==> src/rtl/mvm_stream_if.sv <==
// Stream bundle for mvm_stream: element input channel plus result output channel.
// The slave modport is the multiplier side; the master modport is the source/consumer side.
interface mvm_stream_if #(
  parameter int IN_W  = 8,
  parameter int OUT_W = 16
);
  logic             s_valid;
  logic             s_ready;
  logic [IN_W-1:0]  data_in;
  logic             m_valid;
  logic             m_ready;
  logic [OUT_W-1:0] data_out;
  logic             overflow;

  modport slave (
    input  s_valid, data_in, m_ready,
    output s_ready, m_valid, data_out, overflow
  );

  modport master (
    output s_valid, data_in, m_ready,
    input  s_ready, m_valid, data_out, overflow
  );
endinterface

==> src/rtl/mvm_stream.sv <==
// Streaming M x N matrix-vector multiplier: loads A then x, runs one MAC per cycle
// through a registered-read pipeline, then streams y[r] with per-row overflow flags.
module mvm_stream #(
  parameter int M     = 3,
  parameter int N     = 3,
  parameter int IN_W  = 8,
  parameter int OUT_W = 16,
  parameter int SAT   = 0
) (
  input logic         clk,
  input logic         reset,
  mvm_stream_if.slave bus
);
  localparam int MN = M * N;
  localparam int AW = (MN > 1) ? $clog2(MN) : 1;
  localparam int RW = (M > 1) ? $clog2(M) : 1;
  localparam int CW = (N > 1) ? $clog2(N) : 1;
  localparam int PW = 2 * IN_W;

  localparam logic [AW-1:0] A_LAST   = AW'(MN - 1);
  localparam logic [AW-1:0] X_LAST   = AW'(N - 1);
  localparam logic [RW-1:0] ROW_LAST = RW'(M - 1);
  localparam logic [CW-1:0] COL_LAST = CW'(N - 1);

  localparam logic signed [OUT_W-1:0] ACC_MAX = {1'b0, {(OUT_W-1){1'b1}}};
  localparam logic signed [OUT_W-1:0] ACC_MIN = {1'b1, {(OUT_W-1){1'b0}}};

  localparam logic [1:0] LOAD_A  = 2'd0;
  localparam logic [1:0] LOAD_X  = 2'd1;
  localparam logic [1:0] COMPUTE = 2'd2;
  localparam logic [1:0] OUTPUT  = 2'd3;

  logic [IN_W-1:0]  a_mem [MN];
  logic [IN_W-1:0]  x_mem [N];
  logic [OUT_W-1:0] y_mem [M];
  logic [M-1:0]     ovf_mem;

  logic [1:0]              state_q, state_d;
  logic                    s_ready_q, s_ready_d;
  logic [AW-1:0]           load_cnt_q, load_cnt_d;
  logic                    iss_q, iss_d;
  logic [RW-1:0]           row_q, row_d;
  logic [CW-1:0]           col_q, col_d;
  logic [AW-1:0]           addr_q, addr_d;
  logic                    rd_vld_q, rd_vld_d;
  logic                    rd_first_q, rd_first_d;
  logic                    rd_last_q, rd_last_d;
  logic [RW-1:0]           rd_row_q, rd_row_d;
  logic signed [IN_W-1:0]  a_rd_q, x_rd_q;
  logic signed [OUT_W-1:0] acc_q, acc_d;
  logic                    acc_ovf_q, acc_ovf_d;
  logic [RW-1:0]           out_k_q, out_k_d;
  logic                    m_valid_q, m_valid_d;
  logic [OUT_W-1:0]        data_out_q, data_out_d;
  logic                    overflow_q, overflow_d;

  logic                    in_xfer;
  logic                    row_done;
  logic [RW-1:0]           out_nxt;
  logic signed [PW-1:0]    prod_full;
  logic signed [OUT_W-1:0] prod_ext, acc_base, sum, mac_acc;
  logic                    ovf_base, add_ovf, mac_ovf;

  assign bus.s_ready  = s_ready_q;
  assign bus.m_valid  = m_valid_q;
  assign bus.data_out = data_out_q;
  assign bus.overflow = overflow_q;

  // MAC stage: a first-of-row tag restarts the accumulator, so results never depend on pipeline fill.
  always_comb begin
    prod_full = PW'(a_rd_q) * PW'(x_rd_q);
    prod_ext  = OUT_W'(prod_full);
    acc_base  = rd_first_q ? '0 : acc_q;
    ovf_base  = rd_first_q ? 1'b0 : acc_ovf_q;
    sum       = acc_base + prod_ext;
    add_ovf   = (acc_base[OUT_W-1] == prod_ext[OUT_W-1]) && (sum[OUT_W-1] != acc_base[OUT_W-1]);
    mac_ovf   = ovf_base | add_ovf;
    mac_acc   = sum;
    if (SAT != 0) begin
      if (ovf_base) begin
        mac_acc = acc_base;
      end else if (add_ovf) begin
        mac_acc = prod_ext[OUT_W-1] ? ACC_MIN : ACC_MAX;
      end
    end
  end

  always_comb begin
    state_d    = state_q;
    load_cnt_d = load_cnt_q;
    iss_d      = iss_q;
    row_d      = row_q;
    col_d      = col_q;
    addr_d     = addr_q;
    rd_vld_d   = 1'b0;
    rd_first_d = rd_first_q;
    rd_last_d  = rd_last_q;
    rd_row_d   = rd_row_q;
    acc_d      = acc_q;
    acc_ovf_d  = acc_ovf_q;
    out_k_d    = out_k_q;
    m_valid_d  = m_valid_q;
    data_out_d = data_out_q;
    overflow_d = overflow_q;
    out_nxt    = out_k_q + RW'(1);
    in_xfer    = bus.s_valid && s_ready_q;
    row_done   = rd_vld_q && rd_last_q;

    if (rd_vld_q) begin
      acc_d     = mac_acc;
      acc_ovf_d = mac_ovf;
    end

    case (state_q)
      LOAD_A: begin
        if (in_xfer) begin
          if (load_cnt_q == A_LAST) begin
            load_cnt_d = '0;
            state_d    = LOAD_X;
          end else begin
            load_cnt_d = load_cnt_q + AW'(1);
          end
        end
      end
      LOAD_X: begin
        if (in_xfer) begin
          if (load_cnt_q == X_LAST) begin
            load_cnt_d = '0;
            state_d    = COMPUTE;
            iss_d      = 1'b1;
          end else begin
            load_cnt_d = load_cnt_q + AW'(1);
          end
        end
      end
      COMPUTE: begin
        if (iss_q) begin
          rd_vld_d   = 1'b1;
          rd_first_d = (col_q == '0);
          rd_last_d  = (col_q == COL_LAST);
          rd_row_d   = row_q;
          if (col_q == COL_LAST) begin
            col_d = '0;
            if (row_q == ROW_LAST) begin
              row_d  = '0;
              addr_d = '0;
              iss_d  = 1'b0;
            end else begin
              row_d  = row_q + RW'(1);
              addr_d = addr_q + AW'(1);
            end
          end else begin
            col_d  = col_q + CW'(1);
            addr_d = addr_q + AW'(1);
          end
        end
        if (row_done && (rd_row_q == ROW_LAST)) begin
          state_d = OUTPUT;
        end
      end
      default: begin
        // First OUTPUT cycle only fetches y[0]; afterwards each transfer fetches the next row.
        if (!m_valid_q) begin
          m_valid_d  = 1'b1;
          data_out_d = y_mem[out_k_q];
          overflow_d = ovf_mem[out_k_q];
        end else if (bus.m_ready) begin
          if (out_k_q == ROW_LAST) begin
            state_d    = LOAD_A;
            out_k_d    = '0;
            m_valid_d  = 1'b0;
            data_out_d = '0;
            overflow_d = 1'b0;
          end else begin
            out_k_d    = out_nxt;
            data_out_d = y_mem[out_nxt];
            overflow_d = ovf_mem[out_nxt];
          end
        end
      end
    endcase

    s_ready_d = (state_d == LOAD_A) || (state_d == LOAD_X);
  end

  always_ff @(posedge clk) begin
    if (reset) begin
      state_q    <= LOAD_A;
      s_ready_q  <= 1'b0;
      load_cnt_q <= '0;
      iss_q      <= 1'b0;
      row_q      <= '0;
      col_q      <= '0;
      addr_q     <= '0;
      rd_vld_q   <= 1'b0;
      rd_first_q <= 1'b0;
      rd_last_q  <= 1'b0;
      rd_row_q   <= '0;
      acc_q      <= '0;
      acc_ovf_q  <= 1'b0;
      out_k_q    <= '0;
      m_valid_q  <= 1'b0;
      data_out_q <= '0;
      overflow_q <= 1'b0;
    end else begin
      state_q    <= state_d;
      s_ready_q  <= s_ready_d;
      load_cnt_q <= load_cnt_d;
      iss_q      <= iss_d;
      row_q      <= row_d;
      col_q      <= col_d;
      addr_q     <= addr_d;
      rd_vld_q   <= rd_vld_d;
      rd_first_q <= rd_first_d;
      rd_last_q  <= rd_last_d;
      rd_row_q   <= rd_row_d;
      acc_q      <= acc_d;
      acc_ovf_q  <= acc_ovf_d;
      out_k_q    <= out_k_d;
      m_valid_q  <= m_valid_d;
      data_out_q <= data_out_d;
      overflow_q <= overflow_d;
    end
  end

  // Storage arrays carry no reset; every pass rewrites all locations before they are read.
  always_ff @(posedge clk) begin
    if (in_xfer && (state_q == LOAD_A)) begin
      a_mem[load_cnt_q] <= bus.data_in;
    end
    if (in_xfer && (state_q == LOAD_X)) begin
      x_mem[load_cnt_q[CW-1:0]] <= bus.data_in;
    end
    a_rd_q <= a_mem[addr_q];
    x_rd_q <= x_mem[col_q];
    if (row_done) begin
      y_mem[rd_row_q]   <= mac_acc;
      ovf_mem[rd_row_q] <= mac_ovf;
    end
  end
endmodule

==> src/flat_wrapper.sv <==
// flat-port wrapper written by rule: the top's interface ports become plain ports
module mvm_stream_flat 
#(
  parameter int M     = 3,
  parameter int N     = 3,
  parameter int IN_W  = 8,
  parameter int OUT_W = 16,
  parameter int SAT   = 0
)
  (clk, reset, bus_s_valid, bus_data_in, bus_m_ready, bus_s_ready, bus_m_valid, bus_data_out, bus_overflow);
  mvm_stream_if #(.IN_W(IN_W), .OUT_W(OUT_W)) bus_i ();
  input logic clk;
  input logic reset;
  input wire logic [$bits(bus_i.s_valid)-1:0] bus_s_valid;
  input wire logic [$bits(bus_i.data_in)-1:0] bus_data_in;
  input wire logic [$bits(bus_i.m_ready)-1:0] bus_m_ready;
  output wire logic [$bits(bus_i.s_ready)-1:0] bus_s_ready;
  output wire logic [$bits(bus_i.m_valid)-1:0] bus_m_valid;
  output wire logic [$bits(bus_i.data_out)-1:0] bus_data_out;
  output wire logic [$bits(bus_i.overflow)-1:0] bus_overflow;
  assign bus_i.s_valid = bus_s_valid;
  assign bus_i.data_in = bus_data_in;
  assign bus_i.m_ready = bus_m_ready;
  assign bus_s_ready = bus_i.s_ready;
  assign bus_m_valid = bus_i.m_valid;
  assign bus_data_out = bus_i.data_out;
  assign bus_overflow = bus_i.overflow;
  mvm_stream #(.M(M), .N(N), .IN_W(IN_W), .OUT_W(OUT_W), .SAT(SAT)) u_core (.clk(clk), .reset(reset), .bus(bus_i));
endmodule
==> config.mk <==
export PLATFORM = sky130hd
export DESIGN_NAME = mvm_stream_flat
export DESIGN_NICKNAME = d
export VERILOG_FILES = /design/src/rtl/mvm_stream_if.sv /design/src/rtl/mvm_stream.sv /design/src/flat_wrapper.sv
export SDC_FILE = /design/constraint.sdc
export NUM_CORES = 1
export LEC_CHECK = 0
export ABC_CLOCK_PERIOD_IN_PS = 9700
export CAP_MARGIN = 5
export CORE_MARGIN = 3
export CORE_UTILIZATION = 40
export CTS_BUF_LIST = sky130_fd_sc_hd__clkbuf_8
export DETAILED_ROUTE_END_ITERATION = 10
export SLEW_MARGIN = 20
export SYNTH_ARGS = -nofsm -noshare
export SYNTH_HDL_FRONTEND = slang
export SYNTH_SLANG_ARGS = --single-unit
==> constraint.sdc <==
create_clock -name clk -period 9.7 [get_ports clk]
set_clock_uncertainty 0.05 [all_clocks]
set_input_delay 1.94 -clock clk [delete_from_list [all_inputs] [get_ports clk]]
set_output_delay 1.94 -clock clk [all_outputs]
set_load 0.05 [all_outputs]
==> impl_metrics.env <==
# source this file to load flow results
export IMPL_adder_and_majority_cell_fraction_of_the_synthesized_area=0.151
export IMPL_floorplan_initialDensity=0.408
export IMPL_finalHoldViolCount=0
export IMPL_clockBufferDepth=3
export IMPL_syn_avg_cell_area_um2=11.5
export IMPL_totalWireLength_um=23300
export IMPL_detail_route_drc_violations=0
export IMPL_edf_count=147
export IMPL_result_of_the_run="finished, final reports clean"
export IMPL_logic_area_mm2=0.00569
export IMPL_synth_simple_area_share=0.117
export IMPL_max_vdd_ir_drop_mv=0.174
export IMPL_switching_share=0.291
export IMPL_setup_viol=0
export IMPL_drive_above_1_share=0.0776
export IMPL_post_synth_mux_area_share=0.0823
export IMPL_yosys_area_top_type_share=0.363
export IMPL_fin_worst_hold_slack_ns=0.393
export IMPL_crit_path_max_incr_delay_ns=0.71
export IMPL_post_synth_top_area_cell="sky130_fd_sc_hd__edfxtp_1"
export IMPL_power_top_consumer="sequential cells"
export IMPL_timing_worst_slew_pin_value_ns=1.08
export IMPL_relSlewSlack=0.276
export IMPL_power_frac_seq=0.453
export IMPL_seq_area_frac_synth=0.487
==> final timing paths <==
check                           from             endpoint  cells after the start
setup / recovery    u_core.x_rd_q[2]  u_core.y_mem[2][15]                     19
hold / removal    u_core.x_mem[2][2]     u_core.x_rd_q[2]                      2
setup reg to reg    u_core.x_rd_q[2]  u_core.y_mem[2][15]                     19
hold reg to reg   u_core.x_mem[2][2]     u_core.x_rd_q[2]                      2
==> final cells by class <==
cell class / instances / share of cell area
Clock buffer: 41 / 0.0418
Clock inverter: 25 / 0.00779
Inverter: 99 / 0.0275
Multi-Input combinational cell: 695 / 0.422
Sequential cell: 222 / 0.438
Tap cell: 390 / 0.0361
Timing Repair Buffer: 39 / 0.0269
==> worst reg2reg max path, delay by kind of cell (launching register included) <==
family / cells / cell delay (ns)
compound gates: 5 / 1.29
xor+xnor: 1 / 0.14
fa+ha+maj: 6 / 2.91
buf+inv: 3 / 0.20
flops: 1 / 0.47
simple gates: 4 / 0.69
==> flip-flops by register name (all words and copies together), names as in the netlist, named ones only <==
name                 cells
u_core.a_mem            72
u_core.a_rd_q            8
u_core.acc_ovf_q         1
u_core.acc_q            16
u_core.addr_q            4
u_core.bus.data_out     16
u_core.bus.m_valid       1
u_core.bus.overflow      1
u_core.bus.s_ready       1
u_core.col_q             2
u_core.iss_q             1
u_core.load_cnt_q        4
u_core.out_k_q           2
u_core.ovf_mem           3
u_core.rd_last_q         1
u_core.rd_row_q          2
u_core.rd_vld_q          1
u_core.row_q             2
u_core.state_q           2
u_core.x_mem            24
u_core.x_rd_q            8
u_core.y_mem            48
==> per-layer routing <==
metal / GRT usage / up-vias / wire [um]
met3: 0.0252 / 45 / 774
met2: 0.237 / 130 / 11100
met4: 0.0457 / 0 / 576
met5: 0 / - / 0
met1: 0.195 / 3751 / 10900
li1: - / 3769 / -
==> images/m1.png <==
The bar under the picture is 50 um long.
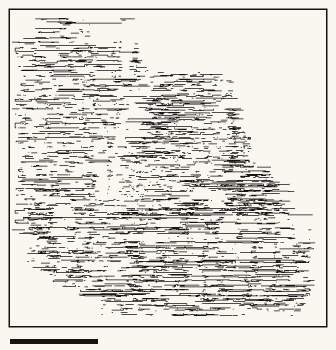
- longest straight run: 51.5 um
- wire length on this layer: 10,900 um
- nets with wire on the layer: 1,156

==> images/m2.png <==
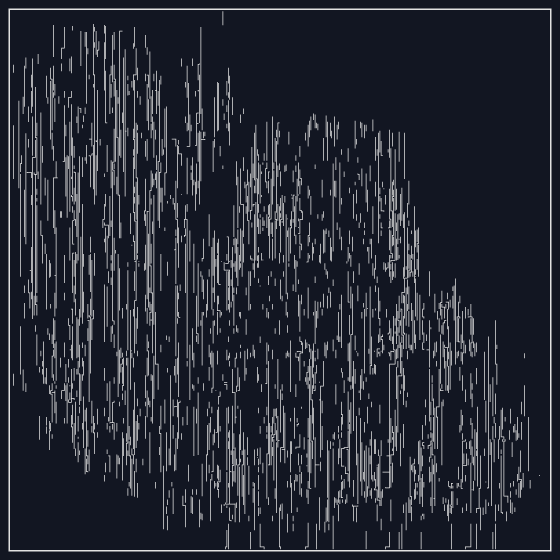
- longest straight run: 53.9 um
- share of all routed wire: 47%
- wire length on this layer: 11,100 um
- nets with wire on the layer: 1,007
- main direction: vertical

==> images/m3.png <==
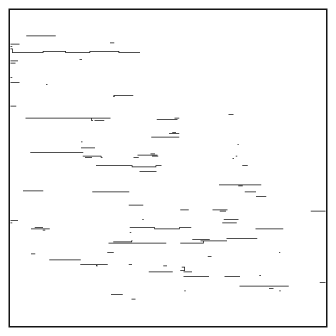
- share of all routed wire: 3.3%
- main direction: horizontal

